**src/rtl/pipeline_hazard_ctrl.sv**
```systemverilog
// pipeline_hazard_ctrl
// Hazard and stall controller for a 5-stage F/D/E/M/W core. It drives the stall, bubble and
// flush enables of every pipeline register. The inputs are:
//   - the Decode source register ids,
//   - the destination of a load sitting in E,
//   - the taken-branch resolution in Decode,
//   - the instruction-bus and data-bus wait handshakes.
//
// A taken branch that resolves while a fetch is still outstanding is remembered in redir_pend.
// The wrong-path instruction is discarded when that fetch returns.
//
// Optional feature macro: PIPE_CTRL_PERF_EN. When it is defined, the block builds three perf
// counters. When it is not defined, the counter outputs are tied to 0.
//
// Ports
//   clk, reset                      clock; synchronous active-high reset
//   d_src_a/_use, d_src_b/_use      Decode source register ids and their read-enables
//   e_dst_m                         destination of the load in E (0 = no load)
//   d_br_taken                      Decode resolved a taken branch
//   i_wait, m_wait                  fetch outstanding / M-stage data access outstanding
//   stall_f/d/e/m                   hold the PC/F, D, E and M registers
//   flush_d, bubble_e, bubble_w     load a bubble into the D, E and W registers
//   redirect_f                      PC takes the branch target this cycle
//   redir_pend                      a redirect is waiting for the outstanding fetch
//   lu_cnt, mem_cnt, redir_cnt      perf counters (load-use, memory wait, redirect)
module pipeline_hazard_ctrl #(
  parameter int REG_W = 5,
  parameter int CNT_W = 32
) (
  input  logic             clk,
  input  logic             reset,
  input  logic [REG_W-1:0] d_src_a,
  input  logic             d_src_a_use,
  input  logic [REG_W-1:0] d_src_b,
  input  logic             d_src_b_use,
  input  logic [REG_W-1:0] e_dst_m,
  input  logic             d_br_taken,
  input  logic             i_wait,
  input  logic             m_wait,
  output logic             stall_f,
  output logic             stall_d,
  output logic             stall_e,
  output logic             stall_m,
  output logic             flush_d,
  output logic             bubble_e,
  output logic             bubble_w,
  output logic             redirect_f,
  output logic             redir_pend,
  output logic [CNT_W-1:0] lu_cnt,
  output logic [CNT_W-1:0] mem_cnt,
  output logic [CNT_W-1:0] redir_cnt
);

  typedef enum logic [1:0] {
    ST_RUN     = 2'd0,
    ST_MWAIT   = 2'd1,
    ST_LUSTALL = 2'd2,
    ST_IREDIR  = 2'd3
  } state_t;

  state_t r_state;
  state_t w_state_nxt;
  logic   r_redir_pend;
  logic   w_load_use;
  logic   w_lu_eff;
  logic   w_set_pend;
  logic   w_clr_pend;

  // Load-use hazard detection. R0 never hazards.
  // The cycle right after a bubble is exempt, so each load costs at most one bubble.
  always_comb begin
    w_load_use = (e_dst_m != {REG_W{1'b0}}) &&
                 ((d_src_a_use && (d_src_a == e_dst_m)) ||
                  (d_src_b_use && (d_src_b == e_dst_m)));
    w_lu_eff   = w_load_use && (r_state != ST_LUSTALL);
  end

  // Prioritised pipeline-enable generation. Every output is forced to 0 while reset is high.
  always_comb begin
    stall_f    = 1'b0;
    stall_d    = 1'b0;
    stall_e    = 1'b0;
    stall_m    = 1'b0;
    flush_d    = 1'b0;
    bubble_e   = 1'b0;
    bubble_w   = 1'b0;
    redirect_f = 1'b0;
    w_set_pend = 1'b0;
    w_clr_pend = 1'b0;
    if (reset) begin
      w_clr_pend = 1'b0;
    end else if (m_wait) begin
      // Freeze the whole front of the pipe. W receives a bubble.
      stall_f  = 1'b1;
      stall_d  = 1'b1;
      stall_e  = 1'b1;
      stall_m  = 1'b1;
      bubble_w = 1'b1;
    end else if (r_redir_pend && !i_wait) begin
      // The wrong-path fetch has returned. Redirect the PC and drop the returned instruction.
      redirect_f = 1'b1;
      flush_d    = 1'b1;
      w_clr_pend = 1'b1;
    end else if (w_lu_eff) begin
      stall_f  = 1'b1;
      stall_d  = 1'b1;
      bubble_e = 1'b1;
    end else if (d_br_taken) begin
      flush_d = 1'b1;
      if (i_wait) begin
        stall_f    = 1'b1;
        w_set_pend = 1'b1;
      end else begin
        redirect_f = 1'b1;
      end
    end else if (i_wait) begin
      stall_f = 1'b1;
      flush_d = 1'b1;
    end else begin
      w_clr_pend = 1'b0;
    end
  end

  // Next-state selection. IREDIR tracks a pending redirect across memory waits.
  always_comb begin
    w_state_nxt = ST_RUN;
    if (m_wait) begin
      w_state_nxt = r_redir_pend ? ST_IREDIR : ST_MWAIT;
    end else if (r_redir_pend) begin
      w_state_nxt = i_wait ? ST_IREDIR : ST_RUN;
    end else if (w_lu_eff) begin
      w_state_nxt = ST_LUSTALL;
    end else if (d_br_taken && i_wait) begin
      w_state_nxt = ST_IREDIR;
    end else begin
      w_state_nxt = ST_RUN;
    end
  end

  // State register and pending-redirect flag.
  always_ff @(posedge clk) begin
    if (reset) begin
      r_state      <= ST_RUN;
      r_redir_pend <= 1'b0;
    end else begin
      r_state <= w_state_nxt;
      if (w_set_pend) begin
        r_redir_pend <= 1'b1;
      end else if (w_clr_pend) begin
        r_redir_pend <= 1'b0;
      end else begin
        r_redir_pend <= r_redir_pend;
      end
    end
  end

  assign redir_pend = r_redir_pend && !reset;

`ifdef PIPE_CTRL_PERF_EN
  logic [CNT_W-1:0] r_lu_cnt;
  logic [CNT_W-1:0] r_mem_cnt;
  logic [CNT_W-1:0] r_redir_cnt;
  logic             w_mem_stall;

  // A memory-wait cycle is either a full freeze (stall_m set) or an F stall without a
  // load-use bubble. The second case can only be caused by i_wait.
  assign w_mem_stall = stall_m || (stall_f && !bubble_e);

  // Perf counters. They wrap naturally at 2^CNT_W.
  always_ff @(posedge clk) begin
    if (reset) begin
      r_lu_cnt    <= {CNT_W{1'b0}};
      r_mem_cnt   <= {CNT_W{1'b0}};
      r_redir_cnt <= {CNT_W{1'b0}};
    end else begin
      r_lu_cnt    <= r_lu_cnt + {{(CNT_W-1){1'b0}}, bubble_e};
      r_mem_cnt   <= r_mem_cnt + {{(CNT_W-1){1'b0}}, w_mem_stall};
      r_redir_cnt <= r_redir_cnt + {{(CNT_W-1){1'b0}}, redirect_f};
    end
  end

  assign lu_cnt    = r_lu_cnt;
  assign mem_cnt   = r_mem_cnt;
  assign redir_cnt = r_redir_cnt;
`else
  assign lu_cnt    = {CNT_W{1'b0}};
  assign mem_cnt   = {CNT_W{1'b0}};
  assign redir_cnt = {CNT_W{1'b0}};
`endif

endmodule

```
**config.mk**
```make
export PLATFORM = sky130hd
export DESIGN_NAME = pipeline_hazard_ctrl
export DESIGN_NICKNAME = d
export VERILOG_FILES = /design/src/rtl/pipeline_hazard_ctrl.sv
export SDC_FILE = /design/constraint.sdc
export NUM_CORES = 1
export LEC_CHECK = 0
export CAP_MARGIN = 20
export CORE_UTILIZATION = 28
export CTS_BUF_LIST = sky130_fd_sc_hd__clkbuf_4 sky130_fd_sc_hd__clkbuf_8
export CTS_CLUSTER_SIZE = 40
export DETAILED_ROUTE_END_ITERATION = 10
export GPL_ROUTABILITY_DRIVEN = 1
export PLACE_DENSITY = 0.82
export SLEW_MARGIN = 20
export SYNTH_ARGS = -nofsm -noshare
export SYNTH_HDL_FRONTEND = slang
export SYNTH_SLANG_ARGS = --single-unit
```
**constraint.sdc**
```tcl
create_clock -name clk -period 2.1 [get_ports clk]
set_clock_uncertainty 0.2 [all_clocks]
set_input_delay 0.42 -clock clk [delete_from_list [all_inputs] [get_ports clk]]
set_output_delay 0.42 -clock clk [all_outputs]
set_load 0.05 [all_outputs]
```
Fig. 1: run 1, the metal 3 layer
The bar under the picture is 20 um long.
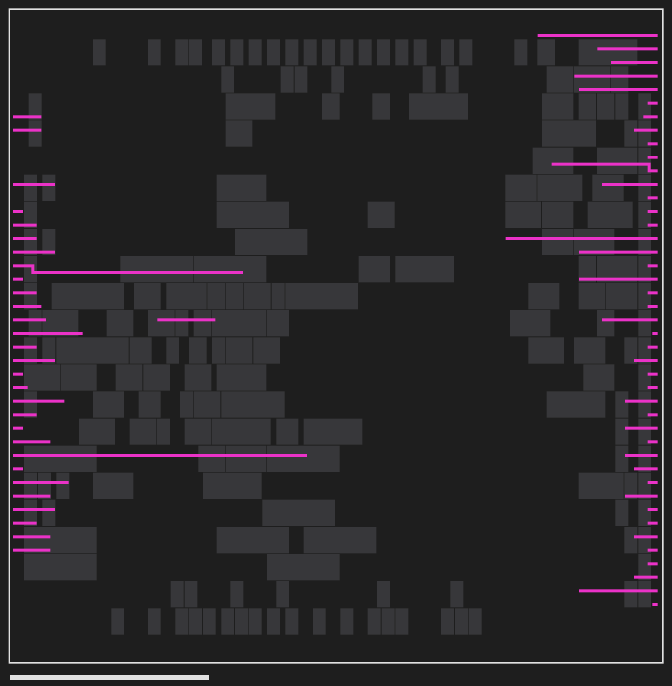
nets with wire on the layer: 73
longest straight run: 29.2 um
wire length on this layer: 266 um
share of all routed wire: 14%
main direction: horizontal
vias post-DR: 777
met3 GRT Util: 0.0295
Post-Route WL: 1.87 mm

Fig. 2: run 1, congestion heat map
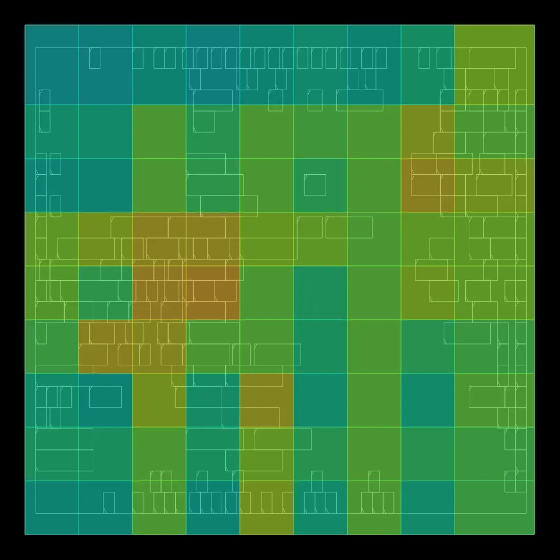
GRT met2 Usage: 0.140
gr busiest metal: met2
GR Layer Usage met1: 0.0756

Fig. 3: run 1, metal 2
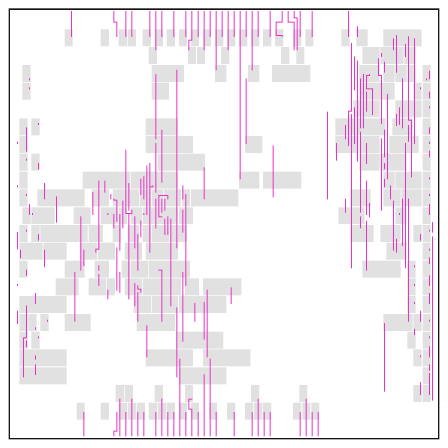
longest straight run: 27.2 um
main direction: vertical
wire length on this layer: 1010 um
share of all routed wire: 54%
nets with wire on the layer: 200

==> impl_metrics.py, run 1 <==
# Flow results
metrics = {
    "run_status": {
        "outcome": "finished, violations left",
        "violations": "negative setup slack",
    },
    "detailed_routing": {
        "wl_met1_um": 594,
        "ant_nets": 0,
        "vias_per_cell": 3.24,
    },
    "synth": {
        "ys_cells": 148,
        "edf_count": 0,
        "synth_chip_area_mm2": 0.00113,
        "area_leaders": "buf_4 65%, xor2_1 6.2%, dfxtp_1 5.3%",
        "ys_seq_share": 0.0533,
        "avgSynthCellArea_um2": 7.62,
        "yosysWarnings": 0,
        "xor_share": 0.0777,
    },
    "layout": {
        "drive_gt1_frac": 0.318,
        "nMultiInputCombCells": 137,
        "sh_comb_area": 0.541,
        "num-clock-buffers": 4,
        "inverters": 4,
        "clock_area_frac": 0.0336,
        "final_util": 0.385,
    },
    "run": {
        "maxCapViolations": 0,
    },
    "timing": {
        "whs_ps": 550,
        "setup_viol_count_final": 5,
        "finalCritPeriodShare": 1.13,
        "fin_ws_ps": -263,
    },
    "floorplan": {
        "rows": 22,
        "ios": 127,
        "die_y_um": 65.5,
        "core_mm2": 0.00377,
    },
    "placement": {
        "hpwl_mm": 1.62,
    },
    "global_route": {
        "grt_overflow": 0,
        "grt_use_total": 0.0776,
        "antenna_found_initial": 0,
    },
    "clock_network": {
        "cts_inserted_buffers": 3,
    },
    "worst_setup_path": {
        "worstSetupStartpointType": "input pin",
    },
    "min_path": {
        "hold_class": "input pin to register",
    },
}
## run 1: power by group
group,switching [mW],total [mW],internal [mW]
clock network,0.0393,0.182,0.142
registers,0.00571,0.0674,0.0617
logic,0.477,0.593,0.116
## run 1: per-layer routing
layer | global-route usage | vias to the layer above
met5 | 0 | -
met4 | 0.0408 | 0
met2 | 0.140 | 74
met1 | 0.0756 | 331
li1 | - | 372
met3 | 0.0295 | 0
## run 1: cells in the final DEF (no fill, tap or decap), types with 2 or more instances in the layout
master / netlist / routed
inv_1: 4 / 4
clkbuf_2: 0 / 3
a21oi_1: 7 / 4
dfxtp_1: 3 / 3
nor4_2: 0 / 2
o22ai_4: 1 / 2
conb_1: 1 / 96
clkbuf_8: 0 / 3
a21oi_4: 0 / 3
buf_4: 98 / 11
clkdlybuf4s15_1: 0 / 2
buf_6: 0 / 4
dlygate4sd2_1: 0 / 2
xor2_1: 8 / 5
clkdlybuf4s50_1: 0 / 5
xor2_2: 0 / 3
nor2_2: 0 / 3
buf_2: 1 / 5
a21o_1: 2 / 2
buf_12: 0 / 10
## run 1: path summary, 6_finish.rpt
| kind | cells past startpoint | from | endpoint | slack (ps) |
|---|---|---|---|---|
| worst max-delay path | 6 | e_dst_m[4] | stall_d | -260 |
| worst max register to register | 4 | r_redir_pend$_SDFFE_PP0P_ | r_state[1]$_SDFF_PP0_ | 600 |
| worst min-delay path | 4 | d_src_b_use | r_state[1]$_SDFF_PP0_ | 550 |
| worst min register to register | 2 | r_redir_pend$_SDFFE_PP0P_ | r_state[1]$_SDFF_PP0_ | 550 |
## run 1: flip-flops by register name (all words and copies together) (netlist names)
name and count:
r_redir_pend 1, r_state 2
## run 1: worst max-delay path, stage by stage
cell and delay, ps:
buf_8 100, or4_4 550, o22ai_4 210, a21oi_4 70, a31o_4 250, buf_12 140
--- run 2 (diff from run 1) ---
--- a/config.mk
+++ b/config.mk
@@ -8,7 +8,7 @@
 export CAP_MARGIN = 20
 export CORE_UTILIZATION = 28
 export CTS_BUF_LIST = sky130_fd_sc_hd__clkbuf_4 sky130_fd_sc_hd__clkbuf_8
-export CTS_CLUSTER_SIZE = 40
+export CTS_CLUSTER_SIZE = 24
 export DETAILED_ROUTE_END_ITERATION = 10
 export GPL_ROUTABILITY_DRIVEN = 1
 export PLACE_DENSITY = 0.82
==> run 2 against run 1 <==
  * The run still ends with negative setup slack left
  * Clock power about the same
  * Fmax unchanged
  * Non-clock buffer count unchanged
  * First-iteration DRC count unchanged
  * Clock-buffer cell count unchanged
  * Utilization unchanged
  * Synthesized area unchanged
  * Largest cell class unchanged
==> impl_metrics.py, run 2 <==
# Flow results
metrics = {
    "worst_setup_path": {
        "setup.worst_path.start": "e_dst_m[4]",
        "rr_startpoint": "r_redir_pend$_SDFFE_PP0P_",
        "reg2reg_depth": 4,
        "r2r_end": "r_state[1]$_SDFF_PP0_",
        "worstSetupStartpointType": "input pin",
        "r2r_setup_slack_ps": 600,
    },
    "min_path": {
        "hold_class": "input pin to register",
        "holdPathEnd": "r_state[1]$_SDFF_PP0_",
        "min_from": "d_src_b_use",
    },
    "layout": {
        "reg.largest.list": "r_state: 2 flops, r_redir_pend: 1 flops",
        "largest_register_ffs": 2,
        "regMostFlops": "r_state",
        "mostFrequentLayoutCells": "96 x conb_1, 11 x buf_4, 10 x buf_12",
        "drive_gt1_frac": 0.318,
        "layout.cells.most_common": "conb_1",
        "fin_nets": 215,
    },
    "synth": {
        "ys_seq_share": 0.0533,
        "yosysWarnings": 0,
        "area_leaders": "buf_4 65%, xor2_1 6.2%, dfxtp_1 5.3%",
        "edf_count": 0,
        "avgSynthCellArea_um2": 7.62,
        "synth_chip_area_mm2": 0.00113,
        "synth-main-ff-cell": "dfxtp_1",
    },
    "detailed_routing": {
        "wl_mm": 1.87,
        "vias_per_cell": 3.24,
        "ant_nets": 0,
        "wl_met1_um": 594,
        "top_layer_used": "met3",
        "num_vias": 777,
    },
    "global_route": {
        "antenna_found_initial": 0,
        "grt_overflow": 0,
    },
    "floorplan": {
        "die_y_um": 65.5,
        "ios": 127,
        "core_mm2": 0.00377,
    },
    "timing": {
        "fin_ws_ps": -263,
        "whs_ps": 550,
        "rsz0062_at_grt": "yes",
        "setup_viol_count_final": 5,
    },
    "clock_network": {
        "clock.latency.late_pin_ps": 220,
        "cts_max_level": 1,
    },
    "run_status": {
        "violations": "negative setup slack",
        "outcome": "finished, violations left",
    },
    "run": {
        "maxCapViolations": 0,
        "warning_count": 29,
    },
    "placement": {
        "hpwl_mm": 1.62,
    },
}
## run 2: cell counts after synthesis
No cell type changed its count.
## run 2: repair_timing
| item | 4_1_cts | 5_1_grt |
|---|---|---|
| setup buffers | 3 | 1 |
| resized | 57 | 11 |
| pin swaps | 17 | 10 |
| endpoints found under the setup margin | 6 | 8 |
## run 2: routing by layer
layer,GRT usage,vias up
li1,-,372
met1,0.0756,331
met2,0.140,74
met3,0.0295,0
met4,0.0408,0
met5,0,-
## run 2: logic make-up (layout without fill, tap and decap cells)
family	Yosys count	after routing	share of synthesized area
AOI/OAI and AO/OA	18	18	0.129
xor gates and xnor gates	10	10	0.0777
buffers and inverters	103	52	0.670
DFF	3	3	0.0533
other	1	96	0.00333
and+or+nand+nor	13	13	0.0666
## run 2: report_power, final
part           internal (mW)  total [mW]  switching, mW
Combinational          0.116       0.593          0.477
Sequential            0.0617      0.0674        0.00571
Clock                  0.142       0.182         0.0393
## run 2: worst max-delay path, stage by stage
cell and delay, ps:
buf_8 100, or4_4 550, o22ai_4 210, a21oi_4 70, a31o_4 250, buf_12 140
## run 2: area by class of cell
class / instances / area share
clock buffers: 4 / 0.0336
repair buffers: 44 / 0.332
flip-flops and latches: 3 / 0.0413
well taps: 48 / 0.0413
inverters: 4 / 0.0103
multi-input cells: 137 / 0.541
## run 2: worst max path at each step
stage,cells after the start,to
global placement,6,bubble_e
CTS,6,stall_d
global route,6,stall_d
floorplan,4,bubble_e
detailed placement,6,bubble_e
finish,6,stall_d
## run 2: per-stage QoR
step                utilization  TNS, ps
floorplan                     -     -174
global placement          0.358    -3710
detailed placement        0.358    -4080
CTS                       0.380    -1400
global route              0.385    -1480
finish                    0.385    -1110
Fig. 4: run 2, routed metal, one colour a layer
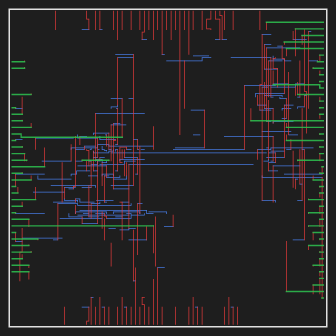
[red] metal 2 | wire length: 1010 um
[blue] metal 1 | wire length: 594 um
[green] metal 3 | wire length: 266 um
total track usage: 0.0776
drt wl/cell: 7.81 um

Fig. 5: run 2, congestion heat map
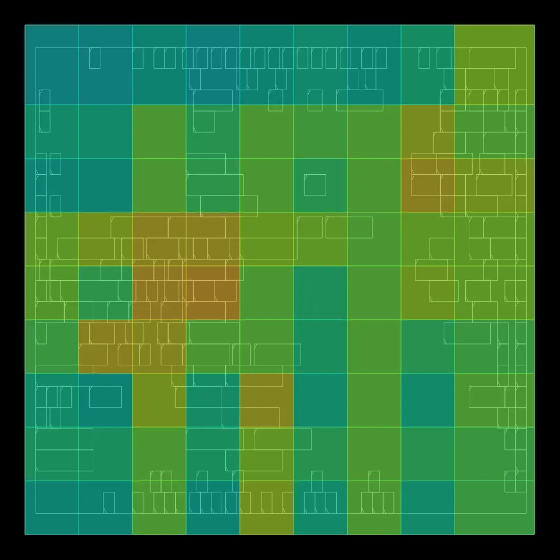
Finished Core Util: 0.385

No activity file was given, so power comes from the tool's default toggle rates.
